$ cat src/rtl/calc_sequencer_if.sv
// rtl/calc_sequencer_if.sv - button/digit bundle between calculator entry logic and calc_sequencer
//
// Purpose: groups the operator button, the digit-entry value and the result/status
// outputs of calc_sequencer into one interface.
// Signals:
//   next_op     raw step pushbutton level, active-low
//   digits_in   four BCD digits from the entry registers ([3:0] units)
//   result_bcd  BCD value for the digit registers
//   digit_load  one-cycle load strobe for the digit registers
//   step        entry phase: 0 = A, 1 = B, 2 = op select
//   busy        high while a calculation is in flight
//   error       sticky flag, last result invalid
// Modports: slave = calc_sequencer side, master = entry/display side.
interface calc_sequencer_if;
  logic        next_op;
  logic [15:0] digits_in;
  logic [15:0] result_bcd;
  logic        digit_load;
  logic [1:0]  step;
  logic        busy;
  logic        error;

  modport slave (
    input  next_op, digits_in,
    output result_bcd, digit_load, step, busy, error
  );

  modport master (
    output next_op, digits_in,
    input  result_bcd, digit_load, step, busy, error
  );
endinterface

$ cat src/rtl/calc_sequencer.sv
// rtl/calc_sequencer.sv - single-clock sequencer for the four-digit calculator datapath
//
// Purpose: synchronizes the step button, captures operand A, operand B and the op
// code from the digit-entry registers, evaluates the operation, converts the binary
// result to BCD with a shift-add-3 sequence and issues one digit_load strobe.
// Ports:
//   clk    system clock, rising edge
//   reset  asynchronous, active-high
//   bus    calc_sequencer_if.slave (next_op, digits_in in; result_bcd, digit_load,
//          step, busy, error out)
// Parameters:
//   CONV_STEPS  double-dabble iterations, equal to the 14-bit result width
// Build option:
//   CALC_DIV_EN  when defined, op 3 runs a 14-cycle restoring divider (A/B);
//                when undefined, op 3 is reported invalid.
module calc_sequencer #(
  parameter int CONV_STEPS = 14
) (
  input  logic            clk,
  input  logic            reset,
  calc_sequencer_if.slave bus
);

  localparam int            CW        = $clog2(CONV_STEPS + 1);
  localparam logic [CW-1:0] LAST_STEP = CW'(CONV_STEPS - 1);
  localparam logic [CW-1:0] ONE       = CW'(1);

  typedef enum logic [2:0] {
    S_CLEAR   = 3'd0,
    S_ENTER_A = 3'd1,
    S_ENTER_B = 3'd2,
    S_SELECT  = 3'd3,
    S_EXEC    = 3'd4,
`ifdef CALC_DIV_EN
    S_DIV     = 3'd5,
`endif
    S_CONV    = 3'd6,
    S_LOAD    = 3'd7
  } state_t;

  state_t        r_state;
  state_t        w_next;
  logic [1:0]    w_step;
  logic          w_busy;

  logic          r_sync1, r_sync2, r_sync3, r_press;
  logic [13:0]   r_a, r_b, r_bin;
  logic [3:0]    r_op;
  logic [14:0]   r_bcd;
  logic [CW-1:0] r_cnt;
  logic          r_bad;
  logic [15:0]   r_result;
  logic          r_error;
  logic          r_digit_load;

  // Button: two synchronizer flops, one history flop, registered falling-edge pulse.
  always_ff @(posedge clk or posedge reset) begin
    if (reset) begin
      r_sync1 <= 1'b1;
      r_sync2 <= 1'b1;
      r_sync3 <= 1'b1;
      r_press <= 1'b0;
    end else begin
      r_sync1 <= bus.next_op;
      r_sync2 <= r_sync1;
      r_sync3 <= r_sync2;
      r_press <= r_sync3 & ~r_sync2;
    end
  end

  // Entry value from the four BCD digits, each clamped to 9.
  function automatic logic [3:0] clamp9(input logic [3:0] d);
    return (d > 4'd9) ? 4'd9 : d;
  endfunction

  logic [13:0] w_entry;
  assign w_entry = 14'(clamp9(bus.digits_in[3:0]))
                 + 14'(clamp9(bus.digits_in[7:4]))   * 14'd10
                 + 14'(clamp9(bus.digits_in[11:8]))  * 14'd100
                 + 14'(clamp9(bus.digits_in[15:12])) * 14'd1000;

  // Arithmetic evaluated in the EXEC cycle.
  logic [14:0] w_sum, w_diff;
  logic [27:0] w_prod;
  logic [13:0] w_exec_bin;
  logic        w_exec_bad;

  assign w_sum  = {1'b0, r_a} + {1'b0, r_b};
  assign w_diff = {1'b0, r_a} - {1'b0, r_b};
  assign w_prod = 28'(r_a) * 28'(r_b);

  always_comb begin
    w_exec_bin = '0;
    w_exec_bad = 1'b1;
    case (r_op)
      4'd0: begin
        w_exec_bin = w_sum[13:0];
        w_exec_bad = (w_sum > 15'd9999);
      end
      4'd1: begin
        // Borrow out of the 15-bit difference means A < B.
        w_exec_bin = w_diff[13:0];
        w_exec_bad = w_diff[14];
      end
      4'd2: begin
        w_exec_bin = w_prod[13:0];
        w_exec_bad = (w_prod > 28'd9999);
      end
`ifdef CALC_DIV_EN
      4'd3: begin
        // Dividend goes into r_bin; the divider shifts the quotient in behind it.
        w_exec_bin = r_a;
        w_exec_bad = (r_b == 14'd0);
      end
`endif
      default: begin
        w_exec_bin = '0;
        w_exec_bad = 1'b1;
      end
    endcase
  end

`ifdef CALC_DIV_EN
  // Restoring divider: one quotient bit per cycle, MSB of the dividend first.
  logic [14:0] r_rem;
  logic [15:0] w_rem_shift;
  logic [14:0] w_rem_sub;
  logic        w_rem_ge;

  assign w_rem_shift = {r_rem, r_bin[13]};
  assign w_rem_ge    = (w_rem_shift >= {2'b00, r_b});
  assign w_rem_sub   = w_rem_shift[14:0] - {1'b0, r_b};
`endif

  // Double-dabble step. Only the three low digits need the add-3 correction: the
  // result is at most 9999, so the thousands digit is at most 4 before its last shift.
  function automatic logic [14:0] dd_adjust(input logic [14:0] v);
    logic [14:0] o;
    o = v;
    for (int i = 0; i < 3; i++) begin
      if (v[4*i +: 4] >= 4'd5) o[4*i +: 4] = v[4*i +: 4] + 4'd3;
    end
    return o;
  endfunction

  logic [14:0] w_dd_adj;
  logic [15:0] w_dd_next;
  assign w_dd_adj  = dd_adjust(r_bcd);
  assign w_dd_next = {w_dd_adj, r_bin[13]};

  // FSM state register.
  always_ff @(posedge clk or posedge reset) begin
    if (reset) r_state <= S_CLEAR;
    else       r_state <= w_next;
  end

  // FSM next state and Moore outputs. Presses are consumed only in the entry states.
  always_comb begin
    w_next = r_state;
    w_step = 2'd0;
    w_busy = 1'b0;
    case (r_state)
      S_CLEAR:   w_next = S_ENTER_A;
      S_ENTER_A: if (r_press) w_next = S_ENTER_B;
      S_ENTER_B: begin
        w_step = 2'd1;
        if (r_press) w_next = S_SELECT;
      end
      S_SELECT: begin
        w_step = 2'd2;
        if (r_press) w_next = S_EXEC;
      end
      S_EXEC: begin
        w_step = 2'd2;
        w_busy = 1'b1;
`ifdef CALC_DIV_EN
        w_next = (r_op == 4'd3) ? S_DIV : S_CONV;
`else
        w_next = S_CONV;
`endif
      end
`ifdef CALC_DIV_EN
      S_DIV: begin
        w_step = 2'd2;
        w_busy = 1'b1;
        if (r_cnt == '0) w_next = S_CONV;
      end
`endif
      S_CONV: begin
        w_step = 2'd2;
        w_busy = 1'b1;
        if (r_cnt == '0) w_next = S_LOAD;
      end
      S_LOAD: begin
        w_step = 2'd2;
        w_busy = 1'b1;
        w_next = S_ENTER_A;
      end
      default: w_next = S_CLEAR;
    endcase
  end

  // Datapath. Invalid results still walk through DIV/CONV so latency never depends
  // on the outcome; only the value written at the end changes.
  always_ff @(posedge clk or posedge reset) begin
    if (reset) begin
      r_a          <= '0;
      r_b          <= '0;
      r_op         <= '0;
      r_bin        <= '0;
      r_bcd        <= '0;
      r_cnt        <= '0;
      r_bad        <= 1'b0;
      r_result     <= '0;
      r_error      <= 1'b0;
      r_digit_load <= 1'b0;
`ifdef CALC_DIV_EN
      r_rem        <= '0;
`endif
    end else begin
      // Registered strobe lines up with the CLEAR exit and with the LOAD state.
      r_digit_load <= (r_state == S_CLEAR) || (w_next == S_LOAD);
      case (r_state)
        S_CLEAR: r_result <= '0;
        S_ENTER_A: begin
          if (r_press) begin
            r_a     <= w_entry;
            r_error <= 1'b0;
          end
        end
        S_ENTER_B: if (r_press) r_b <= w_entry;
        S_SELECT:  if (r_press) r_op <= bus.digits_in[3:0];
        S_EXEC: begin
          r_bin <= w_exec_bin;
          r_bad <= w_exec_bad;
          r_bcd <= '0;
          r_cnt <= LAST_STEP;
`ifdef CALC_DIV_EN
          r_rem <= '0;
`endif
        end
`ifdef CALC_DIV_EN
        S_DIV: begin
          r_rem <= w_rem_ge ? w_rem_sub : w_rem_shift[14:0];
          r_bin <= {r_bin[12:0], w_rem_ge};
          r_cnt <= (r_cnt == '0) ? LAST_STEP : r_cnt - ONE;
        end
`endif
        S_CONV: begin
          r_bcd <= w_dd_next[14:0];
          r_bin <= {r_bin[12:0], 1'b0};
          if (r_cnt == '0) begin
            r_result <= r_bad ? 16'h7777 : w_dd_next;
            if (r_bad) r_error <= 1'b1;
          end else begin
            r_cnt <= r_cnt - ONE;
          end
        end
        default: ;
      endcase
    end
  end

  assign bus.result_bcd = r_result;
  assign bus.digit_load = r_digit_load;
  assign bus.step       = w_step;
  assign bus.busy       = w_busy;
  assign bus.error      = r_error;

endmodule
$ cat src/flat_wrapper.sv
// flat-port wrapper written by rule: the top's interface ports become plain ports
module calc_sequencer_flat 
#(
  parameter int CONV_STEPS = 14
)
  (clk, reset, bus_next_op, bus_digits_in, bus_result_bcd, bus_digit_load, bus_step, bus_busy, bus_error);
  calc_sequencer_if bus_i ();
  input  logic clk;
  input  logic reset;
  input wire logic [$bits(bus_i.next_op)-1:0] bus_next_op;
  input wire logic [$bits(bus_i.digits_in)-1:0] bus_digits_in;
  output wire logic [$bits(bus_i.result_bcd)-1:0] bus_result_bcd;
  output wire logic [$bits(bus_i.digit_load)-1:0] bus_digit_load;
  output wire logic [$bits(bus_i.step)-1:0] bus_step;
  output wire logic [$bits(bus_i.busy)-1:0] bus_busy;
  output wire logic [$bits(bus_i.error)-1:0] bus_error;
  assign bus_i.next_op = bus_next_op;
  assign bus_i.digits_in = bus_digits_in;
  assign bus_result_bcd = bus_i.result_bcd;
  assign bus_digit_load = bus_i.digit_load;
  assign bus_step = bus_i.step;
  assign bus_busy = bus_i.busy;
  assign bus_error = bus_i.error;
  calc_sequencer #(.CONV_STEPS(CONV_STEPS)) u_core (.clk(clk), .reset(reset), .bus(bus_i));
endmodule
$ cat config.mk
export PLATFORM = sky130hd
export DESIGN_NAME = calc_sequencer_flat
export DESIGN_NICKNAME = d
export VERILOG_FILES = /design/src/rtl/calc_sequencer_if.sv /design/src/rtl/calc_sequencer.sv /design/src/flat_wrapper.sv
export SDC_FILE = /design/constraint.sdc
export NUM_CORES = 1
export LEC_CHECK = 0
export ABC_AREA = 0
export CORE_MARGIN = 2
export CORE_UTILIZATION = 58
export DETAILED_ROUTE_END_ITERATION = 10
export PLACE_DENSITY = 0.76
export SLEW_MARGIN = 0
export SYNTH_ARGS = -nofsm -noshare
export SYNTH_HDL_FRONTEND = slang
export SYNTH_SLANG_ARGS = --single-unit
$ cat constraint.sdc
create_clock -name clk -period 13.85 [get_ports clk]
set_input_delay 1.385 -clock clk [delete_from_list [all_inputs] [get_ports clk]]
set_output_delay 1.385 -clock clk [all_outputs]
set_load 0.03 [all_outputs]
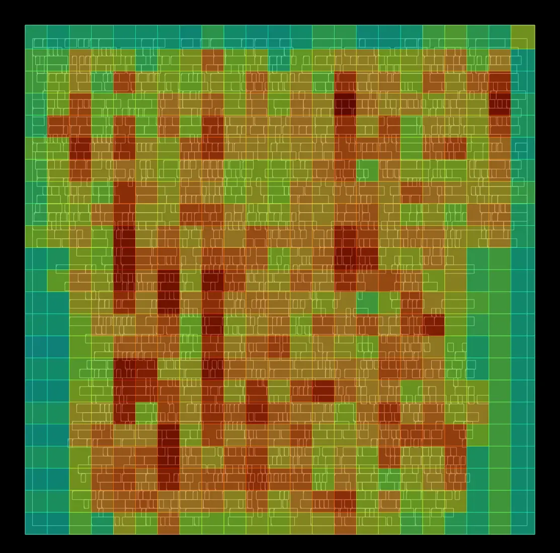
**Above:** routing congestion.
Core Util, Final: 63.00%
Wirelength per Cell: 17.88 µm

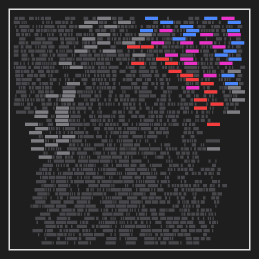
**Above:** sequential cells grouped by signal name.
Drawn at 1.5 px/µm.
color	name in the netlist	sequential cells	where
red	u_core.r_bin	14	upper right
magenta	u_core.r_bcd	15	upper right
blue	u_core.bus.result_bcd	16	upper right
not colored	46

==> sequential cells by signal, summed over array words and instances (netlist names), 3 cells and up <==
name	flops
u_core.r_b	14
u_core.r_cnt	4
u_core.r_bcd	15
u_core.r_state	3
u_core.r_op	4
u_core.r_a	14
u_core.r_bin	14
u_core.bus.result_bcd	16
==> cell usage in the layout, fill, tap and decap left out, types with 15 or more instances in the layout <==
cell type / n
a21o_1: 21
a21oi_1: 65
and2_1: 85
clkdlybuf4s50_1: 39
dfrtp_1: 88
fa_1: 158
ha_1: 164
inv_1: 234
nand2_1: 230
nand2b_1: 20
nand3_1: 17
nor2_1: 74
nor2b_1: 21
nor3_1: 15
o21ai_0: 104
xnor2_1: 43
xor2_1: 22
==> critical path: cells and delay by family, from the launching register on <==
family	cells	cell delay (ps)
AOI/OAI and AO/OA	5	1030
adders and majority gates	7	3530
buffers and inverters	6	300
DFF	1	570
muxes	1	140
and+or+nand+nor	4	1000
==> stage by stage <==
stage	setup WS [ps]
after floorplan	7672
after global placement	7297
after detailed placement	7206
after CTS	7184
after global routing	6803
final	7143
==> layout make-up <==
class	instances	area share (%)
inverter	236	5.981
clock buffer	9	1.518
multi-input combinational	1230	70.74
clock inverter	7	0.5483
sequential	91	15.38
tap	319	2.691
timing repair buffer	49	3.138
==> metal layers <==
| layer | share of wire (%) | global-route usage [%] |
|---|---|---|
| met5 | 0 | 0 |
| met4 | 3.1 | 8.967 |
| met3 | 6.5 | 4.637 |
| met2 | 47 | 45.89 |
| met1 | 44 | 38.41 |
==> run summary <==
yosys + openroad results -> status=finished clean, Top cells by area=fa_1 23%, dfrtp_1 16%, ha_1 15%, inv_1 6.3%, nand2_1 6.2%, clk root buf=clkbuf_16, Avg Cell Area, Syn=8.579 µm², and-or/or-and share of the synthesized area=13.84%, synth unique cells=slightly above 80, Setup crit end=u_core.r_bad, yosys stat cell total=1630, Post-CTS Setup Repair Bufs=0, count leader, synth=inv_1, simple share=18.17%, first-pass detailed-route iteration total=7, Tcrit/Tclk final=48.43%, post-synthesis sequential area ratio=16.31%, Final Hold Vio Count=0, top cells by count=235 x inv_1, 230 x nand2_1, 164 x ha_1, number of top-level pins=40, chip area=25370 µm², Max-Cap Viols=0, Setup Total Neg Slack=0 ps, WP data required=roughly 14000 ps, Hold Startpoint=u_core.r_sync2, top_reg_cell synth=dfrtp_1, H-Tree Depth=3, Antenna Nets Post-Route=0, # DRC=0, max_slew headroom=~39%, CP Data Arrival Time=6930 ps, CP Capture Type=flip-flop, Logic family by area=adder cells, 1st-iter DRT viols=720, Worst R2R Setup Slack=7140 ps, fmax=149.1 MHz, synthesized area=13980 µm², final std cells w/o fill=1941
